**Signal wires on met1**

Drawn at 3 px/um. Supply wires on this layer in gray.
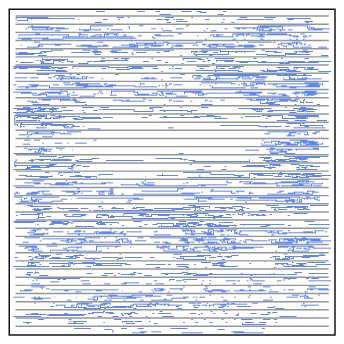
**M2 wires**

Drawn at 2 px/um. Cells faint in the background.
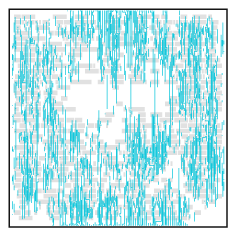
**Signal wires on met3**

Drawn at 3 px/um.
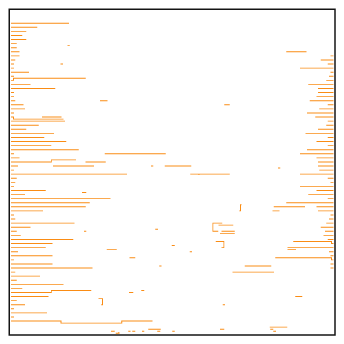
**Metal 4**

Drawn at 3 px/um. Supply wires on this layer in gray.
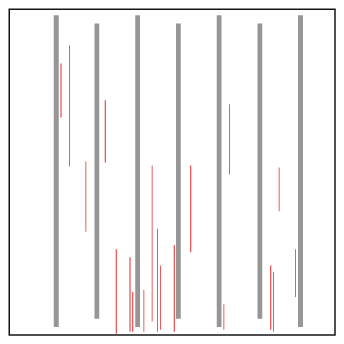
**Placed standard cells**

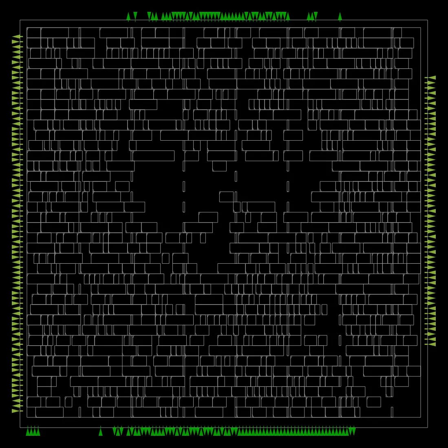
`src/rtl/axi_lite_bram_ctrl.sv`:
```
// rtl/axi_lite_bram_ctrl.sv - AXI4-lite slave sequencing a single-port-pair block RAM
//
// Converts AXI4-lite AW/W/B and AR/R transactions into one-cycle RAM write and
// read strobes, one transaction in flight at a time. Simultaneous read and
// write requests are arbitrated round-robin. ram_wr_en and ram_rd_en come from
// mutually exclusive states, so they can never be high together.
//
// Ports:
//   clk, reset_n            clock (rising edge), synchronous active-low reset
//   s_aw* / s_w* / s_b*     AXI4-lite write address, write data, write response
//   s_ar* / s_r*            AXI4-lite read address, read data/response
//   ram_wr_addr/ram_data_in RAM write word address and data
//   ram_rd_addr             RAM read word address
//   ram_wr_en / ram_rd_en   RAM strobes, one cycle each
//   ram_data_valid/_out     RAM registered read data (one cycle after ram_rd_en)
module axi_lite_bram_ctrl #(
    parameter int AXI_ADDR_WIDTH = 32,
    parameter int REG_DATA_WIDTH = 32,
    parameter int ADDRESS_WIDTH  = 16
) (
    input  logic                        clk,
    input  logic                        reset_n,
    input  logic [AXI_ADDR_WIDTH-1:0]   s_awaddr,
    input  logic                        s_awvalid,
    output logic                        s_awready,
    input  logic [REG_DATA_WIDTH-1:0]   s_wdata,
    input  logic [REG_DATA_WIDTH/8-1:0] s_wstrb,
    input  logic                        s_wvalid,
    output logic                        s_wready,
    output logic [1:0]                  s_bresp,
    output logic                        s_bvalid,
    input  logic                        s_bready,
    input  logic [AXI_ADDR_WIDTH-1:0]   s_araddr,
    input  logic                        s_arvalid,
    output logic                        s_arready,
    output logic [REG_DATA_WIDTH-1:0]   s_rdata,
    output logic [1:0]                  s_rresp,
    output logic                        s_rvalid,
    input  logic                        s_rready,
    output logic [ADDRESS_WIDTH-1:0]    ram_wr_addr,
    output logic [ADDRESS_WIDTH-1:0]    ram_rd_addr,
    output logic [REG_DATA_WIDTH-1:0]   ram_data_in,
    output logic                        ram_wr_en,
    output logic                        ram_rd_en,
    input  logic                        ram_data_valid,
    input  logic [REG_DATA_WIDTH-1:0]   ram_data_out
);

    localparam logic [1:0] RESP_OKAY   = 2'b00;
    localparam logic [1:0] RESP_SLVERR = 2'b10;
    localparam logic [1:0] RESP_DECERR = 2'b11;

    typedef enum logic [2:0] {
        IDLE,
        WR_EXEC,
        WR_RESP,
        RD_EXEC,
        RD_WAIT,
        RD_RESP
    } state_t;

    typedef enum logic {
        GRANT_READ,
        GRANT_WRITE
    } grant_t;

    state_t                      state_q, state_d;
    grant_t                      last_grant_q, last_grant_d;
    logic [ADDRESS_WIDTH-1:0]    wr_addr_q, wr_addr_d;
    logic [ADDRESS_WIDTH-1:0]    rd_addr_q, rd_addr_d;
    logic [REG_DATA_WIDTH-1:0]   wr_data_q, wr_data_d;
    logic [1:0]                  bresp_q, bresp_d;
    logic                        bvalid_q, bvalid_d;
    logic [1:0]                  rresp_q, rresp_d;
    logic [REG_DATA_WIDTH-1:0]   rdata_q, rdata_d;
    logic                        rvalid_q, rvalid_d;

    logic wr_req;
    logic rd_req;
    logic grant_wr;
    logic grant_rd;

    // Byte-lane offset bits carry no meaning for whole-word RAM accesses.
    logic unused_addr_bits;
    assign unused_addr_bits = ^{s_awaddr[1:0], s_araddr[1:0]};

    // Any address bit above the RAM's byte range makes the access a decode error.
    function automatic logic out_of_range(input logic [AXI_ADDR_WIDTH-1:0] addr);
        return (addr >> (ADDRESS_WIDTH + 2)) != '0;
    endfunction

    assign wr_req = s_awvalid & s_wvalid;
    assign rd_req = s_arvalid;

    // On a collision the type not granted last time wins. Grants are held off
    // while reset_n is low so nothing is accepted on the reset edge.
    assign grant_wr = (state_q == IDLE) & reset_n & wr_req &
                      (~rd_req | (last_grant_q == GRANT_READ));
    assign grant_rd = (state_q == IDLE) & reset_n & rd_req & ~grant_wr;

    always_comb begin
        state_d      = state_q;
        last_grant_d = last_grant_q;
        wr_addr_d    = wr_addr_q;
        rd_addr_d    = rd_addr_q;
        wr_data_d    = wr_data_q;
        bresp_d      = bresp_q;
        bvalid_d     = bvalid_q;
        rresp_d      = rresp_q;
        rdata_d      = rdata_q;
        rvalid_d     = rvalid_q;

        case (state_q)
            IDLE: begin
                // last_grant only tracks contested cycles; an uncontested grant
                // leaves the round-robin pointer where it was.
                if (wr_req && rd_req && reset_n) begin
                    last_grant_d = grant_wr ? GRANT_WRITE : GRANT_READ;
                end
                if (grant_wr) begin
                    wr_addr_d = s_awaddr[ADDRESS_WIDTH+1:2];
                    wr_data_d = s_wdata;
                    if (out_of_range(s_awaddr)) begin
                        bresp_d  = RESP_DECERR;
                        bvalid_d = 1'b1;
                        state_d  = WR_RESP;
                    end else if (!(&s_wstrb)) begin
                        // Partial-word writes are refused rather than merged.
                        bresp_d  = RESP_SLVERR;
                        bvalid_d = 1'b1;
                        state_d  = WR_RESP;
                    end else begin
                        state_d = WR_EXEC;
                    end
                end else if (grant_rd) begin
                    rd_addr_d = s_araddr[ADDRESS_WIDTH+1:2];
                    if (out_of_range(s_araddr)) begin
                        rdata_d  = '0;
                        rresp_d  = RESP_DECERR;
                        rvalid_d = 1'b1;
                        state_d  = RD_RESP;
                    end else begin
                        state_d = RD_EXEC;
                    end
                end
            end
            WR_EXEC: begin
                bresp_d  = RESP_OKAY;
                bvalid_d = 1'b1;
                state_d  = WR_RESP;
            end
            WR_RESP: begin
                if (s_bready) begin
                    bresp_d  = RESP_OKAY;
                    bvalid_d = 1'b0;
                    state_d  = IDLE;
                end
            end
            RD_EXEC: begin
                state_d = RD_WAIT;
            end
            RD_WAIT: begin
                // RAM data is registered, so it is present one cycle after the strobe.
                if (ram_data_valid) begin
                    rdata_d = ram_data_out;
                    rresp_d = RESP_OKAY;
                end else begin
                    rdata_d = '0;
                    rresp_d = RESP_SLVERR;
                end
                rvalid_d = 1'b1;
                state_d  = RD_RESP;
            end
            RD_RESP: begin
                if (s_rready) begin
                    rdata_d  = '0;
                    rresp_d  = RESP_OKAY;
                    rvalid_d = 1'b0;
                    state_d  = IDLE;
                end
            end
            default: begin
                state_d = IDLE;
            end
        endcase
    end

    always_ff @(posedge clk) begin
        if (!reset_n) begin
            state_q      <= IDLE;
            last_grant_q <= GRANT_READ;
            wr_addr_q    <= '0;
            rd_addr_q    <= '0;
            wr_data_q    <= '0;
            bresp_q      <= RESP_OKAY;
            bvalid_q     <= 1'b0;
            rresp_q      <= RESP_OKAY;
            rdata_q      <= '0;
            rvalid_q     <= 1'b0;
        end else begin
            state_q      <= state_d;
            last_grant_q <= last_grant_d;
            wr_addr_q    <= wr_addr_d;
            rd_addr_q    <= rd_addr_d;
            wr_data_q    <= wr_data_d;
            bresp_q      <= bresp_d;
            bvalid_q     <= bvalid_d;
            rresp_q      <= rresp_d;
            rdata_q      <= rdata_d;
            rvalid_q     <= rvalid_d;
        end
    end

    assign s_awready   = grant_wr;
    assign s_wready    = grant_wr;
    assign s_arready   = grant_rd;
    assign s_bresp     = bresp_q;
    assign s_bvalid    = bvalid_q;
    assign s_rresp     = rresp_q;
    assign s_rdata     = rdata_q;
    assign s_rvalid    = rvalid_q;
    assign ram_wr_addr = wr_addr_q;
    assign ram_rd_addr = rd_addr_q;
    assign ram_data_in = wr_data_q;
    assign ram_wr_en   = (state_q == WR_EXEC);
    assign ram_rd_en   = (state_q == RD_EXEC);

endmodule
```
`config.mk`:
```
export PLATFORM = sky130hd
export DESIGN_NAME = axi_lite_bram_ctrl
export DESIGN_NICKNAME = d
export VERILOG_FILES = /design/src/rtl/axi_lite_bram_ctrl.sv
export SDC_FILE = /design/constraint.sdc
export NUM_CORES = 1
export LEC_CHECK = 0
export ABC_AREA = 1
export ABC_CLOCK_PERIOD_IN_PS = 1800
export CORE_MARGIN = 1.5
export CORE_UTILIZATION = 38
export CTS_BUF_LIST = sky130_fd_sc_hd__clkbuf_4 sky130_fd_sc_hd__clkbuf_8 sky130_fd_sc_hd__clkbuf_16
export CTS_CLUSTER_SIZE = 8
export DETAILED_ROUTE_END_ITERATION = 16
export GPL_ROUTABILITY_DRIVEN = 0
export PLACE_DENSITY = 0.81
export SLEW_MARGIN = 30
export SYNTH_ARGS = -nofsm -noshare
export SYNTH_HDL_FRONTEND = slang
export SYNTH_SLANG_ARGS = --single-unit
export TNS_END_PERCENT = 100
```
`constraint.sdc`:
```
create_clock -name clk -period 1.8 [get_ports clk]
set_clock_uncertainty 0.05 [all_clocks]
set_input_delay 0.18 -clock clk [delete_from_list [all_inputs] [get_ports clk]]
set_output_delay 0.18 -clock clk [all_outputs]
set_load 0.02 [all_outputs]
```
==> results.sh <==
# flow metrics
export IMPL_seqPwrFrac=0.281
export IMPL_path_max_fanout=6
export IMPL_wl_met2_um=7500
export IMPL_relSlewSlack=0.363
export IMPL_ys_top_cells_by_area="dfxtp_1 51%, nor2_1 20%, nand2_1 12%"
export IMPL_clkSlewWorstSetupHoldPaths_ns=0.10
export IMPL_grt_pass1_wl_um=20900
export IMPL_cp_slowest_stage_delay_ns=0.35
export IMPL_top_layer="met4"
export IMPL_layout_top_cell="clkdlybuf4s50_1"
export IMPL_die_height_um=108
export IMPL_edf_count=0
export IMPL_nNetsFinal=1012
export IMPL_synth_seq_share=0.506
export IMPL_grt_met2_usage=0.409
export IMPL_post_cts_resized=23
export IMPL_wl_per_cell_um=14.3
export IMPL_hpwl_um=9740
export IMPL_common_cells="225 x nor2_1, 133 x nand2_1, 106 x dfxtp_1"
export IMPL_finalSetupViolations=29
export IMPL_failed_checks="setup timing"
export IMPL_async_reset_ff_frac=0
export IMPL_ys_area_um2=4200
export IMPL_status="finished with violations"
export IMPL_area_delta_synth_final_pct=80.4
export IMPL_holdBufCountCts=0
export IMPL_fin_ws_ns=-0.0586
-- 'signal wires on met1' (at the start) --
The layer holds 38% of the routed length. The wires run mostly horizontal.
WL final: 14,600 um
met1 usage: 0.237
DR vias: 4,922

-- 'M2 wires' (at the start) --
The longest straight run is 35.5 um. The layer carries 7,500 um of wire. The wires run mostly vertical. The layer holds 51% of the routed length. 853 nets have wire on it.

-- 'signal wires on met3' (at the start) --
The wires run mostly horizontal. The layer holds 7.9% of the routed length. The layer carries 1,140 um of wire. 153 nets have wire on it.
met3 Use GR: 0.0717

-- 'metal 4' (at the start) --
The longest straight run is 51.7 um. The layer carries 446 um of wire.

-- 'placed standard cells' (at the start) --
number of fill cells in the layout: 864
core box area: 10,800 um^2
Post-Layout Cell Count: 1,017

[sequential cells by signal, summed over array words and instances (netlist names)]
| name | flops |
|---|---|
| ram_data_in | 32 |
| s_rdata | 32 |
| ram_rd_addr | 16 |
| ram_wr_addr | 16 |
| state_q | 3 |
| s_bresp | 2 |
| s_rresp | 2 |
| last_grant_q | 1 |
| s_bvalid | 1 |
| s_rvalid | 1 |
[per-stage QoR]
| step | instances | setup WS [ns] | total power, mW | util |
|---|---|---|---|---|
| 3_5_place_dp | 981 | -0.300 | 8.08 | 0.634 |
| 5_1_grt | 1017 | -0.147 | 12.2 | 0.702 |
| 4_1_cts | 1002 | 0.0103 | 10.1 | 0.663 |
| 6_report | 1017 | -0.0586 | 11.5 | 0.702 |
| 2_1_floorplan | 607 | 0.194 | 6.17 | - |
| 3_3_place_gp | 981 | -0.312 | 7.92 | 0.634 |
[path summary, 6_finish.rpt]
check	startpoint	to	slack [ns]	depth (start not counted)
max	state_q[1]	s_rdata[10]	-0.06	13
min	reset_n	last_grant_q	0.21	4
max reg2reg	state_q[1]	s_rdata[10]	-0.06	13
min reg2reg	s_bresp[1]	s_bresp[1]	0.42	2
[area by class of cell]
class | count | area, um^2 | area share
timing repair buffer | 288 | 2970 | 0.392
tap | 140 | 175 | 0.0231
inverter | 11 | 46.3 | 0.00611
multi-input combinational | 456 | 2050 | 0.270
clock buffer | 12 | 159 | 0.0210
sequential | 106 | 2120 | 0.281
clock inverter | 4 | 48.8 | 0.00644
[power groups by stage]
stage / registers [mW] / clock network, mW / logic, mW
final: 3.24 / 1.55 / 6.75
after global routing: 3.30 / 1.66 / 7.27
after CTS: 3.21 / 1.58 / 5.35
after detailed placement: 3.26 / 0 / 4.81
after global placement: 3.23 / 0 / 4.70
after floorplan: 3.88 / 0 / 2.29
Power figures rest on the tool's default switching activity, not on a simulated workload.
